--- src/rtl/fpdiv_pkg.sv ---
// Shared types and helpers for the iterative floating-point divider.
// Rounding mode is selected in fp_div_rne by the FPDIV_RNE_EN macro.
package fpdiv_pkg;

  typedef enum logic [1:0] {
    ZERO,
    NORM,
    INF,
    NAN
  } fp_class_t;

  typedef enum logic [2:0] {
    IDLE,
    CLASSIFY,
    DIVIDE,
    ROUND,
    DONE
  } fpdiv_state_t;

  typedef struct packed {
    logic dbz;
    logic zbz;
    logic ovf;
    logic unf;
    logic inexact;
  } fpdiv_flags_t;

  function automatic int unsigned bias(input int unsigned ebits);
    return (32'd1 << (ebits - 1)) - 32'd1;
  endfunction

  // Canonical quiet NaN: all-ones exponent plus mantissa MSB, right-aligned.
  function automatic logic [127:0] qnan(input int unsigned ebits, input int unsigned mbits);
    logic [127:0] ones;
    ones = (128'd1 << (ebits + 1)) - 128'd1;
    return ones << (mbits - 1);
  endfunction

endpackage

--- src/rtl/fpdiv_mant_iter.sv ---
// Restoring mantissa divider: one quotient bit per step, MBITS+2 steps
// (MBITS+1 significant bits plus a guard bit); exposes fraction, guard and sticky.
module fpdiv_mant_iter
  import fpdiv_pkg::*;
#(
  parameter int unsigned MBITS = 23
) (
  input  logic             clk,
  input  logic             rst,
  input  logic             load_i,
  input  logic             step_i,
  input  logic [MBITS:0]   dividend_i,
  input  logic [MBITS:0]   divisor_i,
  input  logic             prenorm_i,
  output logic [MBITS:0]   quot_o,
  output logic             rem_nz_o,
  output logic             done_o
);

  localparam int unsigned NQ = MBITS + 2;
  localparam int unsigned CW = $clog2(NQ + 1);

  logic [MBITS+1:0] rem_q, rem_d, rem_sub;
  logic [MBITS:0]   div_q, div_d;
  logic [MBITS:0]   quot_q, quot_d;
  logic [CW-1:0]    cnt_q, cnt_d;
  logic             ge;

  always_comb begin
    rem_d   = rem_q;
    div_d   = div_q;
    quot_d  = quot_q;
    cnt_d   = cnt_q;
    ge      = (rem_q >= {1'b0, div_q});
    rem_sub = ge ? (rem_q - {1'b0, div_q}) : rem_q;
    if (load_i) begin
      rem_d  = prenorm_i ? {dividend_i, 1'b0} : {1'b0, dividend_i};
      div_d  = divisor_i;
      quot_d = '0;
      cnt_d  = CW'(NQ);
    end else if (step_i && (cnt_q != '0)) begin
      // Leading quotient bit is always 1 after prenormalising, so it falls off the top.
      quot_d = {quot_q[MBITS-1:0], ge};
      rem_d  = rem_sub << 1;
      cnt_d  = cnt_q - CW'(1);
    end
  end

  always_ff @(posedge clk or posedge rst) begin
    if (rst) begin
      rem_q  <= '0;
      div_q  <= '0;
      quot_q <= '0;
      cnt_q  <= '0;
    end else begin
      rem_q  <= rem_d;
      div_q  <= div_d;
      quot_q <= quot_d;
      cnt_q  <= cnt_d;
    end
  end

  assign quot_o   = quot_q;
  assign rem_nz_o = |rem_q;
  assign done_o   = (cnt_q == '0);

endmodule

--- src/rtl/fp_div_rne.sv ---
// Parametrised IEEE-754 divider with fixed MBITS+5 cycle latency.
// Define FPDIV_RNE_EN for round-to-nearest-even; otherwise results truncate.
module fp_div_rne
  import fpdiv_pkg::*;
#(
  parameter  int unsigned EBITS = 8,
  parameter  int unsigned MBITS = 23,
  localparam int unsigned WIDTH = EBITS + MBITS + 1
) (
  input  logic             clk,
  input  logic             rst,
  input  logic             start,
  input  logic [WIDTH-1:0] A,
  input  logic [WIDTH-1:0] B,
  output logic             busy,
  output logic             valid,
  output logic [WIDTH-1:0] C,
  output logic             dbz,
  output logic             zbz,
  output logic             ovf,
  output logic             unf,
  output logic             inexact
);

  localparam int unsigned EW      = EBITS + 2;
  localparam int unsigned DIV_CYC = MBITS + 3;
  localparam int unsigned CW      = $clog2(DIV_CYC);
  localparam int unsigned EMAX    = (1 << EBITS) - 1;
  localparam logic signed [EW-1:0] BIAS_E = EW'(bias(EBITS));
  localparam logic signed [EW-1:0] EMAX_E = EW'(EMAX);
  localparam logic signed [EW-1:0] ONE_E  = EW'(1);
  localparam logic [WIDTH-1:0]     QNAN   = WIDTH'(qnan(EBITS, MBITS));

  fpdiv_state_t     state_q;
  logic [WIDTH-1:0] a_q, b_q, c_q, c_d;
  fp_class_t        ca_q, cb_q, cls_a, cls_b;
  logic             s_q, busy_q, valid_q;
  logic signed [EW-1:0] e_q, e_calc, e_r;
  logic [CW-1:0]    cnt_q;
  fpdiv_flags_t     flg_q, flg_d;

  logic [EBITS-1:0] ea, eb;
  logic [MBITS:0]   ma, mb;
  logic             lt;

  logic [MBITS:0]   quot;
  logic             rem_nz, div_done;
  logic             guard, sticky, inc;
  logic [MBITS:0]   frac_sum;

  function automatic fp_class_t classify(input logic [EBITS-1:0] e, input logic [MBITS-1:0] m);
    if (e == '0)      return ZERO;
    else if (e == '1) return (m == '0) ? INF : NAN;
    else              return NORM;
  endfunction

  always_comb begin
    ea     = a_q[WIDTH-2 -: EBITS];
    eb     = b_q[WIDTH-2 -: EBITS];
    ma     = {1'b1, a_q[MBITS-1:0]};
    mb     = {1'b1, b_q[MBITS-1:0]};
    cls_a  = classify(ea, a_q[MBITS-1:0]);
    cls_b  = classify(eb, b_q[MBITS-1:0]);
    lt     = (ma < mb);
    e_calc = $signed({2'b00, ea}) - $signed({2'b00, eb}) + BIAS_E
             - $signed({{(EW-1){1'b0}}, lt});
  end

  fpdiv_mant_iter #(
    .MBITS(MBITS)
  ) u_iter (
    .clk       (clk),
    .rst       (rst),
    .load_i    ((state_q == CLASSIFY) && (cls_a == NORM) && (cls_b == NORM)),
    .step_i    (state_q == DIVIDE),
    .dividend_i(ma),
    .divisor_i (mb),
    .prenorm_i (lt),
    .quot_o    (quot),
    .rem_nz_o  (rem_nz),
    .done_o    (div_done)
  );

  always_comb begin
    guard  = quot[0];
    sticky = rem_nz;
`ifdef FPDIV_RNE_EN
    inc = guard & (sticky | quot[1]);
`else
    inc = 1'b0;
`endif
    // A carry out of the fraction leaves the low bits zero; only the exponent bumps.
    frac_sum = {1'b0, quot[MBITS:1]} + (MBITS+1)'(inc);
    e_r      = e_q + $signed({{(EW-1){1'b0}}, frac_sum[MBITS]});

    c_d   = {s_q, e_r[EBITS-1:0], frac_sum[MBITS-1:0]};
    flg_d = '0;
    if ((ca_q == NAN) || (cb_q == NAN) || ((ca_q == ZERO) && (cb_q == ZERO)) ||
        ((ca_q == INF) && (cb_q == INF))) begin
      c_d       = QNAN;
      flg_d.zbz = 1'b1;
    end else if (cb_q == ZERO) begin
      c_d       = {s_q, {EBITS{1'b1}}, {MBITS{1'b0}}};
      flg_d.dbz = 1'b1;
    end else if (ca_q == INF) begin
      c_d = {s_q, {EBITS{1'b1}}, {MBITS{1'b0}}};
    end else if ((cb_q == INF) || (ca_q == ZERO)) begin
      c_d = {s_q, {(WIDTH-1){1'b0}}};
    end else if (e_r >= EMAX_E) begin
      c_d           = {s_q, {EBITS{1'b1}}, {MBITS{1'b0}}};
      flg_d.ovf     = 1'b1;
      flg_d.inexact = 1'b1;
    end else if (e_r < ONE_E) begin
      c_d           = {s_q, {(WIDTH-1){1'b0}}};
      flg_d.unf     = 1'b1;
      flg_d.inexact = 1'b1;
    end else begin
      flg_d.inexact = guard | sticky;
    end
  end

  always_ff @(posedge clk or posedge rst) begin
    if (rst) begin
      state_q <= IDLE;
      a_q     <= '0;
      b_q     <= '0;
      ca_q    <= ZERO;
      cb_q    <= ZERO;
      s_q     <= 1'b0;
      e_q     <= '0;
      cnt_q   <= '0;
      busy_q  <= 1'b0;
      valid_q <= 1'b0;
      c_q     <= '0;
      flg_q   <= '0;
    end else begin
      case (state_q)
        IDLE: begin
          valid_q <= 1'b0;
          if (start) begin
            a_q     <= A;
            b_q     <= B;
            busy_q  <= 1'b1;
            state_q <= CLASSIFY;
          end
        end
        CLASSIFY: begin
          ca_q    <= cls_a;
          cb_q    <= cls_b;
          s_q     <= a_q[WIDTH-1] ^ b_q[WIDTH-1];
          e_q     <= e_calc;
          cnt_q   <= '0;
          state_q <= DIVIDE;
        end
        DIVIDE: begin
          if ((cnt_q == CW'(DIV_CYC - 1)) && div_done) state_q <= ROUND;
          else cnt_q <= cnt_q + CW'(1);
        end
        ROUND: begin
          c_q     <= c_d;
          flg_q   <= flg_d;
          valid_q <= 1'b1;
          state_q <= DONE;
        end
        DONE: begin
          valid_q <= 1'b0;
          busy_q  <= 1'b0;
          state_q <= IDLE;
        end
        default: state_q <= IDLE;
      endcase
    end
  end

  assign busy    = busy_q;
  assign valid   = valid_q;
  assign C       = c_q;
  assign dbz     = flg_q.dbz;
  assign zbz     = flg_q.zbz;
  assign ovf     = flg_q.ovf;
  assign unf     = flg_q.unf;
  assign inexact = flg_q.inexact;

endmodule

--- config.mk ---
export PLATFORM = sky130hd
export DESIGN_NAME = fp_div_rne
export DESIGN_NICKNAME = d
export VERILOG_FILES = /design/src/rtl/fpdiv_pkg.sv /design/src/rtl/fpdiv_mant_iter.sv /design/src/rtl/fp_div_rne.sv
export SDC_FILE = /design/constraint.sdc
export NUM_CORES = 1
export LEC_CHECK = 0
export ABC_AREA = 1
export CAP_MARGIN = 10
export CORE_AREA = 2 2 177 179
export DETAILED_ROUTE_END_ITERATION = 8
export DIE_AREA = 0 0 179 181
export GPL_ROUTABILITY_DRIVEN = 1
export HOLD_SLACK_MARGIN = 0.08
export PLACE_DENSITY = 0.57
export SYNTH_ARGS = -nofsm -noshare
export SYNTH_HDL_FRONTEND = slang
export SYNTH_SLANG_ARGS = --single-unit
export TNS_END_PERCENT = 50
--- constraint.sdc ---
create_clock -name clk -period 7.99 [get_ports clk]
set_clock_uncertainty 0.15 [all_clocks]
set_input_delay 1.598 -clock clk [delete_from_list [all_inputs] [get_ports clk]]
set_output_delay 1.598 -clock clk [all_outputs]
set_load 0.1 [all_outputs]
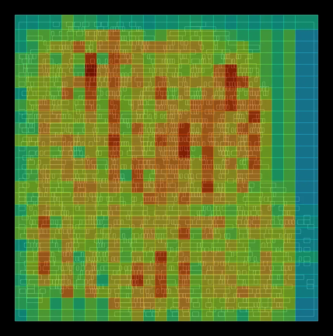
Figure 1: run 1, track usage over the die.
met3 usage: 2.42%
total track usage: 20.6%

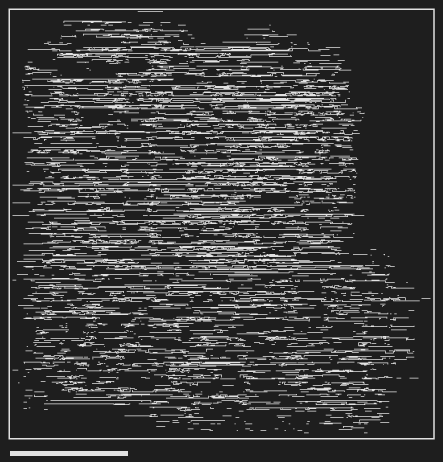
Figure 2: run 1, signal wires on met1.
Bar = 50 um.
The wires run mostly horizontal. The layer carries 16100 um of wire. The layer holds 49% of the routed length.

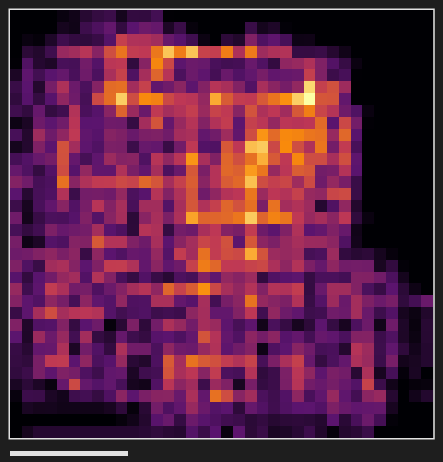
Figure 3: run 1, signal metal coverage by tile.
Bar = 50 um. The die is cut into 36 by 36 equal tiles; black is low, pale yellow is high, scaled to the fullest tile. Values are wire area over tile area, all layers added.
16% of the tiles are nearly empty. The densest ninth of the die: centre. The emptiest ninth of the die: north-east. The mean over all tiles is 0.16.

==> changes_impl.md, run 1 <==
## Implementation

- Routability congestion estimate: 0.938
- Met3 wire length: 1.51 mm
- ClkCell Share: 5.85%
- Most numerous logic cells after layout: nand2_1, inv_1, dfrtp_1
- R2R Path Start: b_q[9]
- Setup TNS: 0 ns
- Status: finished, final reports clean
- Initial antenna violation count: 0
- Top cell by count, worst path: nand2_1
- YS chip area: 0.0121 mm^2
- Non-Clock Inverter Count: 265
- WP buf/inv: 4
- Synth mux share: 0.653%
- Most numerous logic cell after layout: nand2_1
- Die height: 181 um
- Area Overhead vs Synth: 18.5%
- Setup slack, reg-to-reg: 3.46 ns
- Crit path required time: 8.31 ns
- GR Layer Usage met1: 31.2%
- Layout cell share with drive strength beyond 1: 4.57%
- Post-Place Cells: 2081
- Slew HR: 34.2%
- Crit. path cell count: 26
- Cts repair resizes: 0
- CTS Root Cell: clkbuf_16
- Bufs w/o clock: 113
- Rows: 64
- Non-clock buffer area fraction after layout: 7.91%
- Type of destination of the critical path: flop
- FF-to-FF End: e_q[9]
- FP Core Util: 39.8%
- Drt drc: 0
- Slew Limit Fails: 0
- Final instance area: 0.0143 mm^2
- CP max FO: 26
- Fraction of area in multi-input gates: 40.1%
- DPL Wire Length: 24.2 mm
- Fin crit period: 4.53 ns
- Routed wire length: 32.5 mm
- Final hold violation count: 0
- Post-synth seq share: 42.3%
- Worst-path clk slew: 0.06 ns
- Simple Share, Synth: 27.6%
- Filler cell count: 3029
- Adder share: 7.34%
- Clock Latency Late Sink: 0.54 ns
- Cycle use final: 56.6%
- Synth cell count leaders: nand2_1, inv_1, dfrtp_1
- Count of tool warnings: 30
- Fin worst setup slack: 3.46 ns
--- run 2 (diff from run 1) ---
clock period = 4.5 ns   (was 7.99 ns; I/O delays follow)
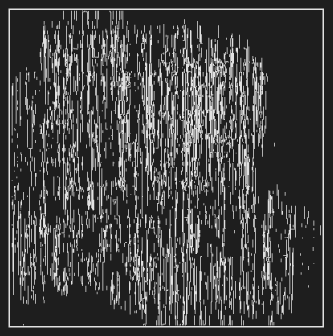
Figure 4: run 2, signal wires on met2.
The wires run mostly vertical. The layer holds 44% of the routed length.

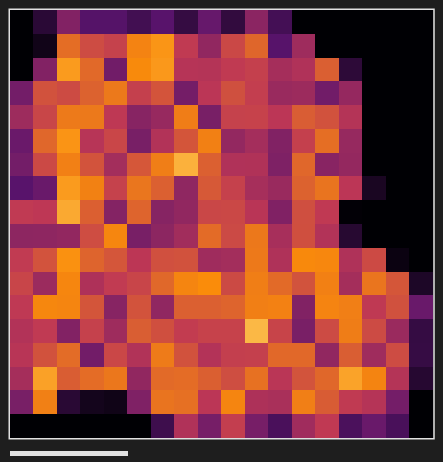
Figure 5: run 2, cell density map.
Bar = 50 um. The die is cut into 18 by 18 equal tiles; black is low, pale yellow is high, 0 to 100% covered.
14% of the tiles are nearly empty. The emptiest ninth of the die: north-east. The fullest tile reaches 85%. The mean over all tiles is 43%. 3.7% of the tiles are over 75% full.

==> run 2 against run 1 <==
Compared with the run above:
- sequential share of layout area down 0.26 points
- via count decreased by 0.18%
- hold slack better by 0.011 ns
- critical path depth shrank 1
- core utilization increased by 0.35 points
==> changes_impl.md, run 2 <==
## Implementation

- Fraction of area in multi-input gates: 39.8%
- Final hold violation count: 0
- Adder share: 7.34%
- Top cell by count, worst path: nand2_1
- FF-to-FF End: e_q[9]
- R2R Path Start: b_q[15]
- Most numerous logic cells after layout: nand2_1, inv_1, dfrtp_1
- Type of destination of the critical path: flop
- Slew HR: 33.4%
- Cycle use final: 78.1%
- CTS Root Cell: clkbuf_16
- Layout cell share with drive strength beyond 1: 5.13%
- Synth cell count leaders: nand2_1, inv_1, dfrtp_1
- DPL Wire Length: 24.3 mm
- Drt drc: 0
- Routed wire length: 32.4 mm
- Fin worst setup slack: 0.987 ns
- Slew Limit Fails: 0
- Status: finished, final reports clean
- Routability congestion estimate: 0.968
- Bufs w/o clock: 123
- YS chip area: 0.0121 mm^2
- Crit. path cell count: 25
- Filler cell count: 3059
- Post-Place Cells: 2092
- GR Layer Usage met1: 30.5%
- Met3 usage: 2.48%
- Non-clock buffer area fraction after layout: 8.49%
- Setup TNS: 0 ns
- Worst-path clk slew: 0.06 ns
- CP max FO: 23
- ClkCell Share: 5.93%
- Non-Clock Inverter Count: 265
- Setup slack, reg-to-reg: 0.99 ns
- Clock Latency Late Sink: 0.54 ns
- Die height: 181 um
- Total track usage: 20.2%
- Count of tool warnings: 28
- Met3 wire length: 1.66 mm
- FP Core Util: 39.8%
